### src/rtl/muldiv_pkg.sv
// Shared definitions for the RV32M multiply/divide unit: op encodings,
// the M-extension funct7 and the sequencing FSM state encoding.
package muldiv_pkg;

    localparam logic [6:0] FUNCT7_MULDIV = 7'b0000001;

    localparam logic [2:0] F3_MUL    = 3'b000;
    localparam logic [2:0] F3_MULH   = 3'b001;
    localparam logic [2:0] F3_MULHSU = 3'b010;
    localparam logic [2:0] F3_MULHU  = 3'b011;
    localparam logic [2:0] F3_DIV    = 3'b100;
    localparam logic [2:0] F3_DIVU   = 3'b101;
    localparam logic [2:0] F3_REM    = 3'b110;
    localparam logic [2:0] F3_REMU   = 3'b111;

    typedef enum logic [1:0] {
        IDLE = 2'd0,
        CALC = 2'd1,
        FIX  = 2'd2,
        DONE = 2'd3
    } state_t;

endpackage

### src/rtl/muldiv_sign_fix.sv
// Operand sign/magnitude split and divide special-case detection, evaluated
// combinationally on the raw request so IDLE can take the fast path.
module muldiv_sign_fix
    import muldiv_pkg::*;
#(
    parameter int XLEN = 32
) (
    input  logic [2:0]      funct3,
    input  logic [XLEN-1:0] operand_a,
    input  logic [XLEN-1:0] operand_b,
    output logic [XLEN-1:0] mag_a,
    output logic [XLEN-1:0] mag_b,
    output logic            neg_a,
    output logic            neg_b,
    output logic            special,
    output logic [XLEN-1:0] special_result
);

    logic signed_a;
    logic signed_b;
    logic div_zero;
    logic div_ovf;

    // NOTE: every always_comb output gets a default first, so no path can infer a latch.
    always_comb begin
        signed_a = (funct3 == F3_MULH) || (funct3 == F3_MULHSU) ||
                   (funct3 == F3_DIV)  || (funct3 == F3_REM);
        signed_b = (funct3 == F3_MULH) || (funct3 == F3_DIV) || (funct3 == F3_REM);

        neg_a = signed_a && operand_a[XLEN-1];
        neg_b = signed_b && operand_b[XLEN-1];
        // The most negative value maps onto itself, which is its correct unsigned magnitude.
        mag_a = neg_a ? -operand_a : operand_a;
        mag_b = neg_b ? -operand_b : operand_b;

        div_zero = funct3[2] && (operand_b == '0);
        div_ovf  = ((funct3 == F3_DIV) || (funct3 == F3_REM)) &&
                   (operand_a == {1'b1, {(XLEN-1){1'b0}}}) && (operand_b == '1);

        special        = div_zero || div_ovf;
        special_result = '0;
        if (div_zero)
            special_result = funct3[1] ? operand_a : '1;
        else if (div_ovf)
            special_result = funct3[1] ? '0 : {1'b1, {(XLEN-1){1'b0}}};
    end

endmodule

### src/rtl/muldiv_unit.sv
// Iterative RV32M multiply/divide unit: shift-add multiply, restoring divide,
// XLEN iterations in CALC, sign correction in FIX, one-cycle done pulse.
module muldiv_unit
    import muldiv_pkg::*;
#(
    parameter int XLEN = 32
) (
    input  logic            clk,
    input  logic            rst,
    input  logic            start,
    input  logic [2:0]      funct3,
    input  logic [XLEN-1:0] operand_a,
    input  logic [XLEN-1:0] operand_b,
    output logic            busy,
    output logic            done,
    output logic [XLEN-1:0] result
);

    localparam int CNT_W = $clog2(XLEN);
    localparam logic [CNT_W-1:0] LAST_ITER = CNT_W'(XLEN - 1);

    state_t            state, state_d;
    logic [CNT_W-1:0]  cnt;
    logic [2:0]        op;
    logic              neg_a_q, neg_b_q;
    logic [XLEN-1:0]   step_operand;   // multiplicand for multiply, divisor for divide
    logic [2*XLEN-1:0] acc;            // product, or dividend/quotient in the low half
    logic [XLEN-1:0]   rem;
    logic [XLEN-1:0]   result_d;

    logic [XLEN-1:0] mag_a, mag_b, special_result;
    logic            neg_a, neg_b, special;

    muldiv_sign_fix #(.XLEN(XLEN)) u_sign_fix (
        .funct3         (funct3),
        .operand_a      (operand_a),
        .operand_b      (operand_b),
        .mag_a          (mag_a),
        .mag_b          (mag_b),
        .neg_a          (neg_a),
        .neg_b          (neg_b),
        .special        (special),
        .special_result (special_result)
    );

    logic            accept;
    logic [XLEN:0]   mul_sum;
    logic [XLEN:0]   rem_shift;
    logic            rem_ge;
    logic [2*XLEN-1:0] prod_fix;
    logic [XLEN-1:0] quo_fix, rem_fix, fix_result;

    always_comb begin
        accept    = (state == IDLE) && start;
        mul_sum   = {1'b0, acc[2*XLEN-1:XLEN]} + (acc[0] ? {1'b0, step_operand} : '0);
        rem_shift = {rem, acc[XLEN-1]};
        rem_ge    = rem_shift >= {1'b0, step_operand};

        // Unsigned ops have both sign flags clear, so these collapse to pass-through.
        prod_fix = (neg_a_q ^ neg_b_q) ? -acc : acc;
        quo_fix  = (neg_a_q ^ neg_b_q) ? -acc[XLEN-1:0] : acc[XLEN-1:0];
        rem_fix  = neg_a_q ? -rem : rem;

        case (op)
            F3_MUL:                       fix_result = prod_fix[XLEN-1:0];
            F3_MULH, F3_MULHSU, F3_MULHU: fix_result = prod_fix[2*XLEN-1:XLEN];
            F3_DIV, F3_DIVU:              fix_result = quo_fix;
            default:                      fix_result = rem_fix;
        endcase
    end

    always_comb begin
        state_d  = state;
        result_d = result;
        case (state)
            IDLE: if (start) begin
                if (special) begin
                    state_d  = DONE;
                    result_d = special_result;
                end else begin
                    state_d = CALC;
                end
            end
            CALC: if (cnt == LAST_ITER) state_d = FIX;
            FIX: begin
                state_d  = DONE;
                result_d = fix_result;
            end
            default: state_d = IDLE;
        endcase
    end

    // NOTE: sequential state uses non-blocking (<=) so every flop samples pre-edge values.
    always_ff @(posedge clk or posedge rst) begin
        if (rst) begin
            state  <= IDLE;
            busy   <= 1'b0;
            done   <= 1'b0;
            result <= '0;
        end else begin
            state  <= state_d;
            busy   <= (state_d != IDLE);
            done   <= (state_d == DONE);
            result <= result_d;
        end
    end

    always_ff @(posedge clk or posedge rst) begin
        if (rst) begin
            cnt          <= '0;
            op           <= F3_MUL;
            neg_a_q      <= 1'b0;
            neg_b_q      <= 1'b0;
            step_operand <= '0;
            acc          <= '0;
            rem          <= '0;
        end else if (accept) begin
            cnt          <= '0;
            op           <= funct3;
            neg_a_q      <= neg_a;
            neg_b_q      <= neg_b;
            step_operand <= funct3[2] ? mag_b : mag_a;
            acc          <= {{XLEN{1'b0}}, (funct3[2] ? mag_a : mag_b)};
            rem          <= '0;
        end else if (state == CALC) begin
            cnt <= cnt + 1'b1;
            if (op[2]) begin
                rem             <= rem_ge ? XLEN'(rem_shift - {1'b0, step_operand})
                                          : rem_shift[XLEN-1:0];
                acc[XLEN-1:0]   <= {acc[XLEN-2:0], rem_ge};
            end else begin
                acc <= {mul_sum, acc[XLEN-1:1]};
            end
        end
    end

endmodule

### config.mk
export PLATFORM = sky130hd
export DESIGN_NAME = muldiv_unit
export DESIGN_NICKNAME = d
export VERILOG_FILES = /design/src/rtl/muldiv_pkg.sv /design/src/rtl/muldiv_sign_fix.sv /design/src/rtl/muldiv_unit.sv
export SDC_FILE = /design/constraint.sdc
export NUM_CORES = 1
export LEC_CHECK = 0
export CORE_MARGIN = 5
export CORE_UTILIZATION = 60
export DETAILED_ROUTE_END_ITERATION = 12
export PLACE_DENSITY = 0.9
export REMOVE_ABC_BUFFERS = 1
export SYNTH_ARGS = -nofsm -noshare
export SYNTH_HDL_FRONTEND = slang
export SYNTH_SLANG_ARGS = --single-unit
### constraint.sdc
create_clock -name clk -period 7.32 [get_ports clk]
set_clock_uncertainty 0.2 [all_clocks]
set_input_delay 1.464 -clock clk [delete_from_list [all_inputs] [get_ports clk]]
set_output_delay 1.464 -clock clk [all_outputs]
set_load 0.05 [all_outputs]
==> commit_impl_results.txt, run 1 <==
Record implementation results from latest flow run

- The flow ran to the end, and the final reports show no timing, DRC or antenna violations.
* Critical path fanouts, max: 16
- Combinational cells account for 67.1% of the total power.
- RSZ-0062 raised after global routing: false
- Deepest clock path buffer count: 2
- Max Clock Freq: 189.3 MHz
- Once placement completed, the tool counted placed cells totaling 2,353.
- At the worst endpoint, the required time is 7.47 ns.
- Worst Hold Endpoint: step_operand[11]$_DFFE_PP0P_
- Kind of capture point of the worst setup path: register
- Critical path buffer and inverter count: 1
* Post-CTS setup buffer count: 0
* Count of pins over their slew limit: 0
- Post-DP HPWL: 42,770 um
- Reg2reg setup slack: 2.96 ns
* Reported leakage power: 7.203 nW
* Cell family with the largest share of critical-path delay: simple AND/OR/NAND/NOR gates
- Yosys synthesis chip area: 15,660 um^2
* Cell area leaders: sky130_fd_sc_hd__dfrtp_1, sky130_fd_sc_hd__xor2_1, sky130_fd_sc_hd__nand2_1
* Classification of the worst-slack hold path: register to register
* WL/cell: 24.11 um
* Max transition margin: 18.20%
- For this block, the initial DRC count from the detailed router was 2,540.
- Residual overflow from global routing: 0
- In this run, post-CTS hold repair placed 0 buffers.
- Counting buffers and inverters, the worst setup path is 9 cells deep.
- Entering global routing, the biggest net connects 87 pins.
* Post-synth seq share: 27.80%
- The final layout contains routed wiring with a total length of 57,510 um.
* Per-cell via count in the routed design: 6.917
* Dominant logic cell types in the final layout: sky130_fd_sc_hd__nand2_1, sky130_fd_sc_hd__dfrtp_1, sky130_fd_sc_hd__o21ai_0
- The logs give a warning total of 26.
* Vias post-DR: 16,500
* Area of placed instances: 16,800 um^2
* Core area: 25,910 um^2
- The final layout report lists a filler cell count of 2,190.
- Total Nets Final: 2,180
- Summed over all nets, the switching power comes to 0.005061 W.
- For this run, the slowest stage of the critical path takes 0.92 ns.
- Across the VDD grid, the largest voltage drop is 0.0002945 V.
- Clock tree synthesis inserted a total of 17 buffers.
- Following the worst setup path forward leads to its endpoint at result[9]$_DFFE_PP0P_.
* Commonest flop: sky130_fd_sc_hd__dfrtp_1
- Number of cells on the worst reg-to-reg path: 13
* Via count of the first global-routing pass: 15,360
* Number of distinct library cells after synthesis: 75
* Antenna violations before repair: 0
* Cell taking the most area after synthesis: sky130_fd_sc_hd__dfrtp_1
- Worst-skew pair later-pin latency: 0.45 ns
- After technology mapping, the gate count stands at 2,026.
* Count of cells resized by post-cts repair: 0
* Drt pass-1 iters: 7
- Final hold violation count: 0
- For this design, Yosys synthesis ends with a cell count of 2,026.
* Reg2reg start: acc[31]$_DFFE_PP0P_
- Relative to the synthesized area, the layout overhead comes to 11.22%.
- Worst path arrival time: 5.43 ns
* Clock root cell: sky130_fd_sc_hd__clkbuf_16
* Yosys warning total: 0
- The mapped netlist covers 15,660 um^2.
- Die H: 171.6 um
- The first global-routing pass estimated 88,670 um of wire.
- GR peak layer: met2
* Design internal power: 0.004275 W
- In this run the critical register-to-register path is captured at rem[28]$_DFFE_PP0P_.
* Clock sink count: 174
- Count of antenna-violating nets left after detailed routing: 0
* Portion of total power attributed to the clock network: 10.6%
- Gr usage total: 38.94%
- DRC violation count after routing: 0
- Number of cells in the finished layout apart from fillers: 2,385
- According to the floorplan report, the die width is 171.6 um.
- The worst setup path is of the input pin to register kind.
- In this run the tool buffered the top-level ports with 103 buffer cells.
* Depth of the CTS H-tree: 4
* Diode count: 0
* Total of endpoints with negative setup slack in the final report: 0
- Post-layout minimum cycle time: 5.283 ns
* Met1 Use GR: 52.69%
* EDFF count, synth: 0
- The worst setup path is launched from an input pin.
* CP Launch Point: operand_b[5]
* Most common cell after layout, fill and taps aside: sky130_fd_sc_hd__nand2_1
* Worst hold stages: 2
- Global routing consumed, on the met3 layer, 8.619% of the routing resources.
- The transition time recorded at the tightest slew-check pin is 1.224 ns.
- Summed over its instances, the top area cell type makes up 27.80% of the synthesized netlist area.
- The layout summary lists the proportion of cells stronger than drive strength 1 as 4.829%.
- Number of max-cap violations: 0
* Switching part of the total power: 54.21%
- Share of flip-flops with an asynchronous set or reset: 100.0%
- Die Area: 29,430 um^2
- On the critical path, the stage with the largest delay is an instance of sky130_fd_sc_hd__nor2_1.
- Clock edge transition at the registers on the reported setup and hold paths: 0.07 ns
- Effective utilization at floorplan: 60.45%
- Once layout is done, the placed cells without fillers occupy 17,420 um^2.
- The launch point of the worst min-delay path is recorded as step_operand[11]$_DFFE_PP0P_.
- TritonCTS built the clock tree.
* Period utilization: 72.17%
- Summed over all failing endpoints, the final setup total negative slack is 0 ns.
- Routability congestion estimate from global placement: 1.088
- Number of top-level design ports: 104
- Mean cell area of the mapped netlist: 7.731 um^2
- Registers, synthesis: 174
* Cell-by-cell trace of the critical path: clkdlybuf4s50_1 -> or4_1 -> nor3_2 -> nand4_1 -> nand3b_1 -> nand2b_1 -> nor2_1 -> o21ai_0 -> o211ai_1
- Total power per unit cell area: 536.0 nW/um^2
- The flow reports that sequential cells draw 22.3% of the design power.
- met2 track demand over resource after global routing is 55.82%.
==> run 1: metrics by stage <==
stage / setup WS [ns] / power (W) / hold slack [ns] / utilization, %
floorplan: 0.9392 / 0.006372 / 0.2494 / -
global placement: 1.990 / 0.007964 / 0.2638 / 64.85
detailed placement: 1.847 / 0.008147 / 0.2723 / 64.85
CTS: 2.245 / 0.009162 / 0.2882 / 67.23
global route: 1.926 / 0.009998 / 0.3130 / 67.23
finish: 2.038 / 0.009337 / 0.2882 / 67.23
==> run 1: metal layers <==
layer,up-vias,wire length (um)
met3,214,6557
met1,7806,22600
li1,7370,-
met4,0,4678
met2,1108,23670
met5,-,0
==> run 1: power groups by stage <==
stage | logic (W) | registers, W | clock network (W)
after floorplan | 0.00428 | 0.00210 | 0
after global placement | 0.00592 | 0.00204 | 0
after detailed placement | 0.00609 | 0.00206 | 0
after CTS | 0.00613 | 0.00205 | 0.000985
after global routing | 0.00684 | 0.00213 | 0.00102
final | 0.00627 | 0.00208 | 0.000987
==> run 1: synth_stat cells, types with 27 or more instances <==
library cell / number
sky130_fd_sc_hd__nand4_1: 27
sky130_fd_sc_hd__nor2_1: 158
sky130_fd_sc_hd__nand2b_1: 27
sky130_fd_sc_hd__o21ai_1: 66
sky130_fd_sc_hd__nand2_1: 248
sky130_fd_sc_hd__a31oi_1: 31
sky130_fd_sc_hd__a21o_1: 33
sky130_fd_sc_hd__o21ai_0: 158
sky130_fd_sc_hd__ha_1: 71
sky130_fd_sc_hd__xor2_1: 114
sky130_fd_sc_hd__dfrtp_1: 174
sky130_fd_sc_hd__clkbuf_1: 109
sky130_fd_sc_hd__a21oi_1: 145
sky130_fd_sc_hd__o221ai_1: 30
sky130_fd_sc_hd__o211ai_1: 48
sky130_fd_sc_hd__nor3_1: 27
sky130_fd_sc_hd__xnor2_1: 88
sky130_fd_sc_hd__inv_1: 72
sky130_fd_sc_hd__mux2i_1: 48
sky130_fd_sc_hd__nand3_1: 48
==> run 1: final cells by class <==
class / count / area [um^2] / share of cell area (%)
Inverter: 74 / 282.8 / 1.623
Tap cell: 335 / 419.2 / 2.406
Sequential cell: 174 / 4355 / 25.00
Timing Repair Buffer: 124 / 1184 / 6.795
Clock buffer: 17 / 425.4 / 2.442
Multi-Input combinational cell: 1646 / 10560 / 60.64
Clock inverter: 15 / 190.2 / 1.092
==> run 1: logic make-up after synthesis <==
logic type,synth area share (%)
XOR/XNOR,11.30
AND/OR/NAND/NOR,20.27
flip-flops,27.80
adder cells (fa/ha/maj),5.927
AND-OR/OR-AND,26.51
multiplexers,3.068
buffers and inverters,5.129
==> run 1: sequential cells by signal, indices dropped and copies added (netlist names) <==
signal / count
cnt: 5
busy: 1
done: 1
op: 3
step_operand: 32
state: 2
rem: 32
neg_b_q: 1
result: 32
neg_a_q: 1
acc: 64
==> run 1: worst min-delay path: stages (launching register included) <==
cell,delay [ns]
sky130_fd_sc_hd__dfrtp_1,0.35
sky130_fd_sc_hd__nand2_1,0.04
sky130_fd_sc_hd__o21ai_0,0.06
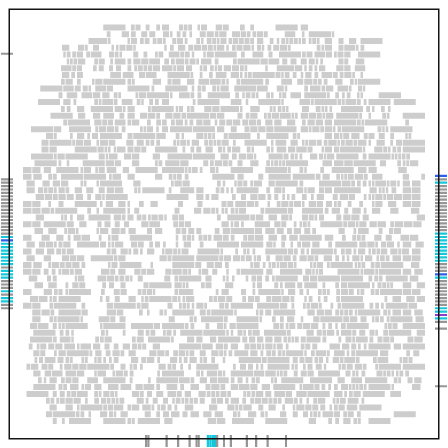
**Above:** run 1 (ports around the boundary).
Pins as bars across the die edge, other pins in gray.
legend:
  purple:
    port: `done`
    pins: 1
    direction: output
    edge: right
  cyan:
    port: `operand_a`
    pins: 32
    direction: input
    edge: 14 right, 14 left, 4 bottom
  blue:
    port: `funct3`
    pins: 3
    direction: input
    edge: 2 right, 1 left

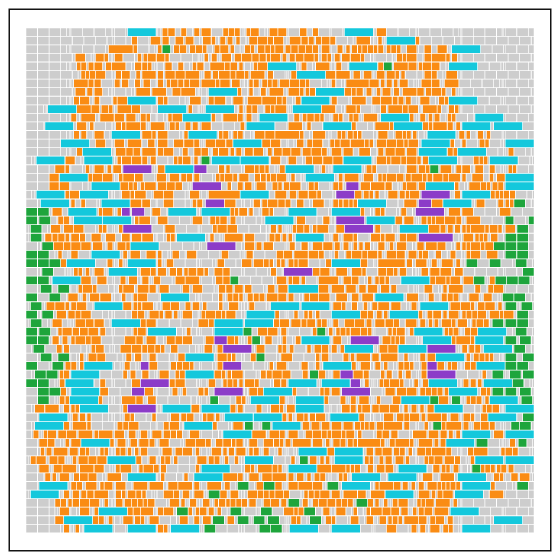
**Above:** run 1 (placed cells, one color a class).
Fill, decap, tap and diode cells in gray.
legend:
  purple:
    class: clock drivers and dummy loads
    cells: 32
    share_of_their_area: 3.6%
  orange:
    class: all other logic
    cells: 1,720
    share_of_their_area: 64%
  green:
    class: other buffers and delay cells
    cells: 124
    share_of_their_area: 7.0%
  cyan:
    class: flip-flops
    cells: 174
    share_of_their_area: 26%

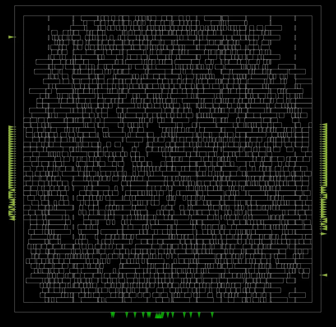
**Above:** run 1 (placement view).
row count: 59
Well-Tap Cells: 335

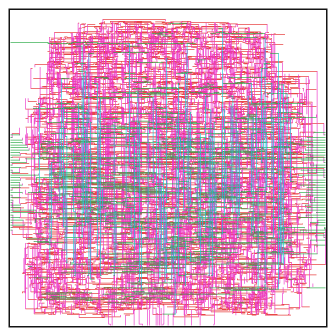
**Above:** run 1 (wiring by layer).
legend:
  magenta:
    layer: met2
    wire_length: 23.7 mm
  green:
    layer: met3
    wire_length: 6,560 um
  cyan:
    layer: met4
    wire_length: 4,680 um
  red:
    layer: met1
    wire_length: 22.6 mm

**Run 1: routed clock nets over the placement**

Scale bar: 50 um.
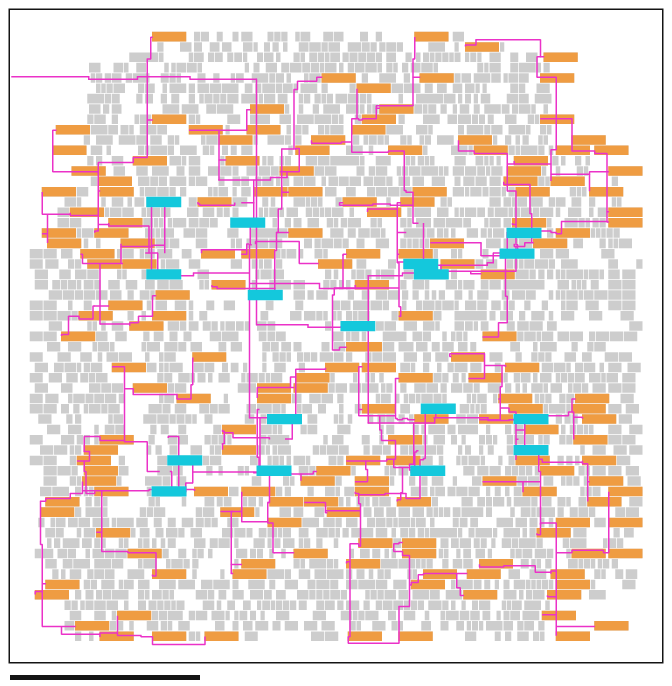

==> run 1 -> run 2 <==
Clock period 7.32 ns to 5.05 ns, I/O delays scaled along.
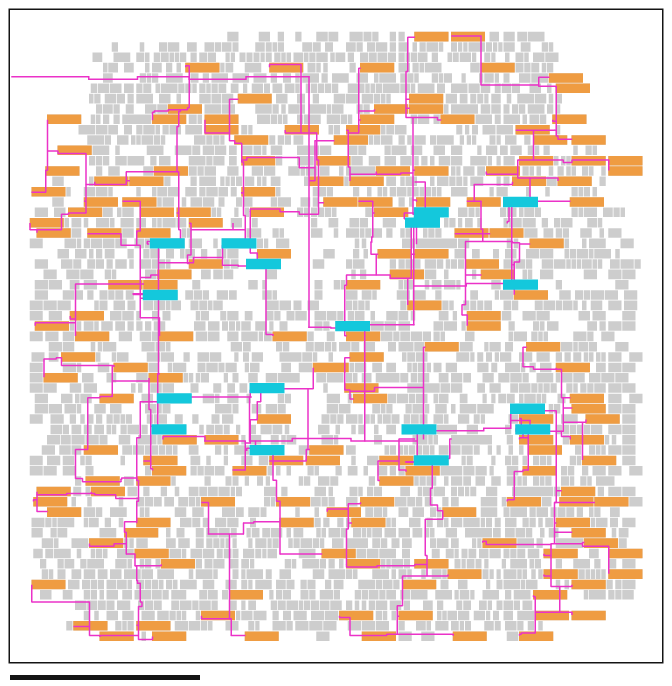
**Above:** run 2 (routed clock nets over the placement).
Scale bar: 50 um.
legend:
  magenta:
    item: clock wires
    length: 2,600 um
  orange:
    item: flip-flops
    count: 174
  cyan:
    item: cells driving clock nets
    count: 17
routed clock nets: 18

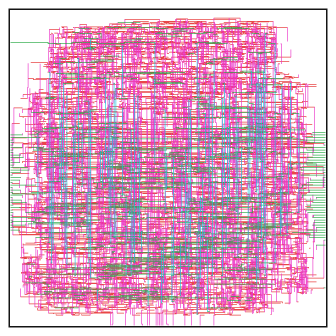
**Above:** run 2 (wiring by layer).
legend:
  red:
    layer: met1
    wire_length: 22.6 mm
  magenta:
    layer: met2
    wire_length: 24.6 mm
  cyan:
    layer: met4
    wire_length: 4,410 um
  green:
    layer: met3
    wire_length: 6,220 um

==> commit_impl_results.txt, run 2 <==
Record implementation results from latest flow run

- Status: finished, final reports clean
- The min-delay analysis places its worst path in the category register to register.
- The number of clock buffers added by TritonCTS is 17.
* Via count of the first global-routing pass: 15,420
- Share of flip-flops with an asynchronous set or reset: 100.0%
- Clock sink count: 174
- Most flops, register: acc
- Pins over their slew limit in the final report were tallied at 0.
* Yosys synthesis chip area: 15,660 um^2
- Effective utilization at floorplan: 60.45%
- In the global route stage, overall resource usage came out at 38.73%.
- Number of cells in the finished layout apart from fillers: 2,398
- Most common cell after layout, fill and taps aside: sky130_fd_sc_hd__nand2_1
- Sequential cell area: 4355 um^2
- Post-DP HPWL: 44,410 um
* Filler Cell Count: 2,113
- Tool Warnings: 26
* Number of max-cap violations: 0
- Clock root cell: sky130_fd_sc_hd__clkbuf_16
* DRC violation count after routing: 0
- Number of flip-flops under the largest register name: 64
* Largest net degree at the start of global routing: 87
- IR analysis of the VDD net gives a maximum drop of 0.0004181 V.
- The worst register-to-register path depth is 11.
- As reported, the later end of the worst-skew pair has a clock insertion delay of 0.45 ns.
- Total Nets Final: 2,193
- Multi-input combinational cell area: 10,550 um^2
* Met1 wire length: 22,630 um
* Registers, synthesis: 174
* Critical path fanouts, max: 26
- In the post-synthesis netlist, the biggest area contributors are sky130_fd_sc_hd__dfrtp_1, sky130_fd_sc_hd__xor2_1, sky130_fd_sc_hd__nand2_1.
- Of all cell types, the one taking the most synthesized area is sky130_fd_sc_hd__dfrtp_1.
- Aggregate negative setup slack: 0 ns
- The synthesized instance count is 2,026.
- Antenna violations before repair: 0
* Worst hold stages: 2
- For the worst setup path, the data required time is 5.14 ns.
* Setup CP Type: input pin to register
- In the Yosys report the total cell count is 2,026.
- Setup repair after global routing left no endpoint under its margin.
* Diode count: 0
- The library cells used most frequently in the layout, excluding fill and tap cells, are sky130_fd_sc_hd__nand2_1, sky130_fd_sc_hd__dfrtp_1, sky130_fd_sc_hd__o21ai_0.
* TritonCTS clock tree: built
* Cell with the most instances after synthesis: sky130_fd_sc_hd__nand2_1
* Top-area cell share: 27.80%
* Post-Syn Area: 15,660 um^2
- Final hold violation count: 0
* Worst path arrival time: 4.70 ns
- Count of antenna-violating nets left after detailed routing: 0
* WL/cell: 24.15 um
* Kind of capture point of the worst setup path: register
- In this run the count of I/O pins placed on the die edge is 104.
- Post-synth seq share: 27.80%
- Routed wire length: 57,910 um
- Summed over all cells, the static leakage comes to 7.274 nW.
- Drt pass-1 iters: 8
- From synthesis to final layout, the design area changed by 11.89%.
* Most instantiated cells after synthesis: sky130_fd_sc_hd__nand2_1, sky130_fd_sc_hd__dfrtp_1, sky130_fd_sc_hd__nor2_1, sky130_fd_sc_hd__o21ai_0, sky130_fd_sc_hd__a21oi_1
- Post-synth the commonest register cell is sky130_fd_sc_hd__dfrtp_1.
- Per-cell via count in the routed design: 6.920
* CP startpoint kind: input pin
- The die is 171.6 um wide.
* Length of routed met2 wiring: 24,640 um
* Die H: 171.6 um
- Based on the critical path, the design can be clocked at up to 216.8 MHz.
- Wire length of the first global-routing pass: 88,220 um
- Total of endpoints with negative setup slack in the final report: 0
* Number of cells in the design after placement: 2,366
* Total power per unit cell area: 775.4 nW/um^2
- Max transition margin: 25.40%
* Post-CTS setup buffer count: 0
- EDFF count, synth: 0
* Total length of routed met3 wires: 6218 um
* Deepest clock path buffer count: 2
- Hold buffer count at CTS: 0
- Vias post-DR: 16,590
* Tightest Pin Transition: 1.109 ns
- Number of distinct library cells after synthesis: 75
- Count of cells resized by post-cts repair: 0
* Count of input and output buffers: 103
- Depth of the CTS H-tree: 4
- Clock edge transition at the registers on the reported setup and hold paths: 0.07 ns
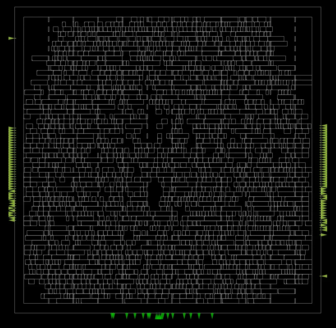
**Above:** run 2 (placement view).
core area: 25,910 um^2
flop share of the area: 24.85%
utilization of the core after routing: 67.63%
sequential cell count of the final layout: 174

run 2: cell counts after synthesis:
No cell type changed its count.
run 2: area by class of cell:
type,count,share of cell area (%)
tap,335,2.392
timing repair buffer,137,7.383
clock buffer,20,2.549
sequential,174,24.85
multi-input combinational,1646,60.21
clock inverter,12,0.9996
inverter,74,1.614
run 2: path summary, 6_finish.rpt:
kind / start / endpoint / slack (ns)
max: operand_b[0] / result[9]$_DFFE_PP0P_ / 0.44
min: result[2]$_DFFE_PP0P_ / result[2]$_DFFE_PP0P_ / 0.29
max reg2reg: step_operand[23]$_DFFE_PP0P_ / rem[27]$_DFFE_PP0P_ / 0.92
min reg2reg: result[2]$_DFFE_PP0P_ / result[2]$_DFFE_PP0P_ / 0.29
max in group asynchronous: rst / acc[49]$_DFFE_PP0P_ / 2.75
min in group asynchronous: rst / cnt[2]$_DFFE_PP0P_ / 0.88
run 2: cell families (layout without fill, tap and decap cells):
family,Yosys count,after routing,synth area share (%)
AND/OR/NAND/NOR,659,659,20.27
XOR/XNOR,202,202,11.30
buffers and inverters,206,243,5.129
flip-flops,174,174,27.80
AND-OR/OR-AND,664,664,26.51
adder cells (fa/ha/maj),73,73,5.927
multiplexers,48,48,3.068
run 2: power by group:
group / total, W / switching [W] / leakage (nW) / internal (W)
logic: 0.00907 / 0.00563 / 4.86 / 0.00345
clock network: 0.00146 / 0.000653 / 0.301 / 0.000810
registers: 0.00305 / 0.00100 / 2.11 / 0.00205
run 2: critical path: stages:
cell and delay [ns]:
sky130_fd_sc_hd__clkdlybuf4s50_1 0.51, sky130_fd_sc_hd__inv_1 0.10, sky130_fd_sc_hd__ha_1 0.18, sky130_fd_sc_hd__or4b_1 0.50
sky130_fd_sc_hd__nor3_1 0.38, sky130_fd_sc_hd__and3b_1 0.38, sky130_fd_sc_hd__nand4b_1 0.23, sky130_fd_sc_hd__nor2_2 0.39
sky130_fd_sc_hd__o21ai_1 0.13, sky130_fd_sc_hd__and2_1 0.51, sky130_fd_sc_hd__nand2_1 0.24, sky130_fd_sc_hd__o211ai_1 0.11
run 2: routing by layer:
layer | up-vias | GRT usage [%]
met4 | 0 | 23.94
met2 | 1130 | 57.68
li1 | 7387 | -
met3 | 209 | 6.872
met1 | 7867 | 52.37
met5 | - | 0
run 2: per-stage QoR:
step           setup WS [ns]  cell area [um^2]  hold WS [ns]
5_1_grt               0.2885             17520        0.2957
3_3_place_gp          0.3560             16900        0.2650
2_1_floorplan        -0.8768             15140        0.2494
6_report              0.4382             17520        0.2890
3_5_place_dp          0.2219             16900        0.2711
4_1_cts               0.6064             17520        0.2865
**Run 2: ports around the boundary**

Pins as bars across the die edge, other pins in gray.
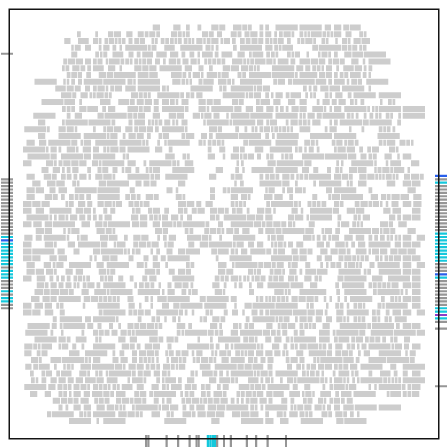

==> run 2 -> run 3 <==
Settings changed: SYNTH_HIERARCHICAL set to 1.
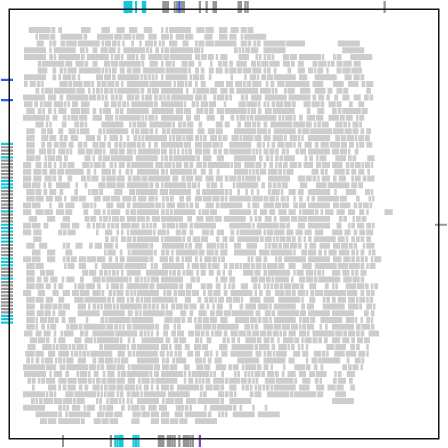
**Above:** run 3 (ports around the boundary).
Pins as bars across the die edge, other pins in gray.
legend:
  cyan:
    port: `operand_a`
    pins: 32
    direction: input
    edge: 18 left, 7 bottom, 7 top
  blue:
    port: `funct3`
    pins: 3
    direction: input
    edge: 2 left, 1 top
  purple:
    port: `done`
    pins: 1
    direction: output
    edge: bottom

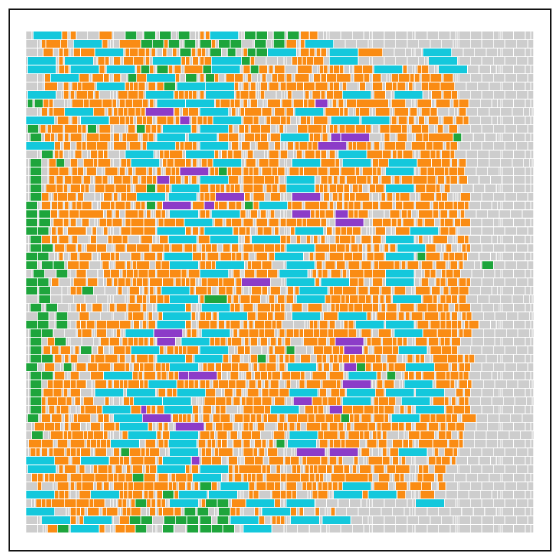
**Above:** run 3 (placed cells, one color a class).
Fill, decap, tap and diode cells in gray.
legend:
  green:
    class: other buffers and delay cells
    cells: 130
    share_of_their_area: 7.2%
  orange:
    class: all other logic
    cells: 1,739
    share_of_their_area: 64%
  purple:
    class: clock drivers and dummy loads
    cells: 32
    share_of_their_area: 3.4%
  cyan:
    class: flip-flops
    cells: 174
    share_of_their_area: 25%

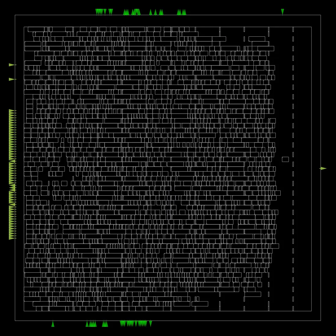
**Above:** run 3 (placement view).
number of cells in the finished layout apart from fillers: 2,410
flop share of the area: 24.57%
Filler Cell Count: 2,014
core area: 26,060 um^2
utilization of the core after routing: 68.02%

==> commit_impl_results.txt, run 3 <==
Record implementation results from latest flow run

* Count of cells resized by post-cts repair: 0
* Yosys warning total: 6
* CP startpoint kind: register
- After clock tree synthesis, the flow added hold-fix buffers numbering 0.
* Final hold violation count: 0
- Part of the power in registers: 23.3%
- Total Nets Final: 2,205
- Die Area: 29,810 um^2
- Reg2reg start: acc[0]$_DFFE_PP0P_
* Total of endpoints with negative setup slack in the final report: 0
* Number of max-cap violations: 0
- Via count of the first global-routing pass: 15,300
- Routed wire length: 51,650 um
* Most flops, register: acc
* Worst path required time: 5.18 ns
- Multi-input combinational cell area: 10,740 um^2
- The flow ran to the end, and the final reports show no timing, DRC or antenna violations.
- The flow reports that the clock network draws 10.9% of the design power.
- Counting instances in the post-synthesis netlist gives the leading cell types as sky130_fd_sc_hd__nand2_1, sky130_fd_sc_hd__o21ai_0, sky130_fd_sc_hd__dfrtp_1.
* Number of buffers added by the clock tree synthesis step: 17
- The first TritonRoute pass finished after 6 iterations.
* Top-area cell share: 27.43%
- Checking hold timing, the worst path is listed with class register to register.
- Post-CTS setup buffer count: 0
- For the final routed database, the setup TNS stands at 0 ns.
- Detailed placement ended at an HPWL of 38,520 um.
- Total power per unit cell area: 699.6 nW/um^2
- The script logs the ratio of routed vias to standard cells as 6.710.
- After layout, the worst setup slack is 0.6152 ns.
- The analysis attributes to net switching a power of 0.006506 W.
- Per the power-grid run, VDD falls by no more than 0.0004691 V.
* Commonest flop: sky130_fd_sc_hd__dfrtp_1
- The register with the most flip-flops in the layout has 64 of them.
* Worst Hold Margin: 0.2786 ns
- The switching portion of total power comes to 52.47%.
- Row count: 59
* Sequential cell area: 4355 um^2
- Residual overflow from global routing: 0
* Tool Warnings: 26
- Diode count: 0
- Max Clock Freq: 225.5 MHz
* Worst path arrival time: 4.57 ns
- After synthesis, the design contains 2,024 cells according to Yosys.
* Clock sink count: 174
- Headroom to the max-slew limit came out at 26.23%.
* Period utilization: 87.82%
- Count of pins over their slew limit: 0
* Post-synth seq share: 27.43%
- Effective utilization at floorplan: 60.93%
* Vias post-DR: 16,170
- Kind of capture point of the worst setup path: register
* Antenna violations before repair: 0
- Combinational power share: 65.8%
- Share of flip-flops with an asynchronous set or reset: 100.0%
* Clock root cell: sky130_fd_sc_hd__clkbuf_16
* DRC violation count after routing: 0
* Number of instances in the synthesized netlist: 2,024
* Count of input and output buffers: 103
* Die H: 172.7 um
- Wire length of the first global-routing pass: 81,720 um
- Per the CTS log, the buffer count on the longest clock path is 2.
* Reported leakage power: 7.721 nW
- Worst-skew pair later-pin latency: 0.45 ns
- The detailed router finished its first iteration with 2,275 violations.
- Clock edge transition at the registers on the reported setup and hold paths: 0.08 ns
- The critical path is of the register to register type.
* Design internal power: 0.005894 W
- Power Total: 0.01240 W
- The critical path starts at acc[0]$_DFFE_PP0P_.
- Post-Syn Area: 15,880 um^2
- Cell with the most instances after synthesis: sky130_fd_sc_hd__nand2_1
- Cell area leaders: sky130_fd_sc_hd__dfrtp_1, sky130_fd_sc_hd__o21ai_0, sky130_fd_sc_hd__nand2_1
- STA on the placed design reports a worst setup slack of 0.5011 ns.
- Worst min-delay path startpoint: step_operand[4]$_DFFE_PP0P_
* Depth of the CTS H-tree: 4
* RSZ-0062 raised after global routing: false
- Cell taking the most area after synthesis: sky130_fd_sc_hd__dfrtp_1
* EDFF count, synth: 0
- Number of top-level design ports: 104
* Dominant logic cell types in the final layout: sky130_fd_sc_hd__nand2_1, sky130_fd_sc_hd__o21ai_0, sky130_fd_sc_hd__dfrtp_1
* Die boundary width: 172.7 um
- Critical path fanouts, max: 20
* Relative area change from synthesis to final layout: 11.64%
- Gr usage total: 33.16%
- After synthesis, the chip area reported by Yosys is 15,880 um^2.
- Count of antenna-violating nets left after detailed routing: 0
- For the finished layout, the period the worst path requires is 4.435 ns.
- Tightest Pin Transition: 1.107 ns
[run 3: metrics by stage]
step	area, um^2	cells
3_5_place_dp	17130	2378
2_1_floorplan	15430	1913
4_1_cts	17720	2410
6_report	17720	2410
3_3_place_gp	17130	2378
5_1_grt	17720	2410
[run 3: power groups by stage]
| stage | combinational [W] | sequential [W] | clock, W |
|---|---|---|---|
| after floorplan | 0.00583 | 0.00272 | 0 |
| after global placement | 0.00758 | 0.00280 | 0 |
| after detailed placement | 0.00782 | 0.00284 | 0 |
| after CTS | 0.00794 | 0.00283 | 0.00134 |
| after global routing | 0.00891 | 0.00295 | 0.00141 |
| final | 0.00816 | 0.00289 | 0.00135 |
[run 3: cells by family (layout without fill, tap and decap cells)]
family,count (synthesis),in the layout,share of synthesized area (%)
adders and majority gates,73,73,5.848
and+or+nand+nor,645,645,19.11
xor gates and xnor gates,203,203,11.20
DFF,174,174,27.43
AOI/OAI and AO/OA,598,598,23.31
muxes,122,122,7.952
buffers and inverters,209,260,5.154
[run 3: area by class of cell]
cell class | count | area share (%)
clock buffer | 17 | 2.400
timing repair buffer | 130 | 7.003
inverter | 98 | 2.104
clock inverter | 15 | 0.9530
multi-input combinational | 1641 | 60.60
tap | 335 | 2.365
sequential | 174 | 24.57
[run 3: final timing paths]
| kind | endpoint | slack, ns | cells after the start |
|---|---|---|---|
| setup / recovery | acc[62]$_DFFE_PP0P_ | 0.62 | 13 |
| hold / removal | step_operand[4]$_DFFE_PP0P_ | 0.28 | 2 |
| setup reg to reg | acc[62]$_DFFE_PP0P_ | 0.62 | 13 |
| hold reg to reg | step_operand[4]$_DFFE_PP0P_ | 0.28 | 2 |
| max in group asynchronous | acc[59]$_DFFE_PP0P_ | 2.78 | 3 |
| min in group asynchronous | acc[6]$_DFFE_PP0P_ | 0.89 | 2 |
[run 3: critical path, cell delays in order, from the launching register on]
cell and delay [ns]:
sky130_fd_sc_hd__dfrtp_1 0.47, sky130_fd_sc_hd__inv_1 0.42, sky130_fd_sc_hd__buf_4 0.37, sky130_fd_sc_hd__nor2_1 0.11
sky130_fd_sc_hd__ha_1 0.43, sky130_fd_sc_hd__nand4_1 0.15, sky130_fd_sc_hd__or3_1 0.42, sky130_fd_sc_hd__a31oi_1 0.37
sky130_fd_sc_hd__a31o_2 0.29, sky130_fd_sc_hd__a31oi_1 0.15, sky130_fd_sc_hd__a21oi_1 0.34, sky130_fd_sc_hd__a211oi_1 0.15
sky130_fd_sc_hd__mux2i_1 0.16, sky130_fd_sc_hd__a211o_1 0.28
[run 3: routing by layer]
metal / track usage (%) / wire, um / share of wire [%]
met5: 0 / 0 / 0
met4: 15.17 / 2546 / 4.9
met3: 8.537 / 5678 / 11
met2: 51.93 / 23030 / 45
met1: 43.30 / 20390 / 39
Power figures rest on the tool's default switching activity, not on a simulated workload.
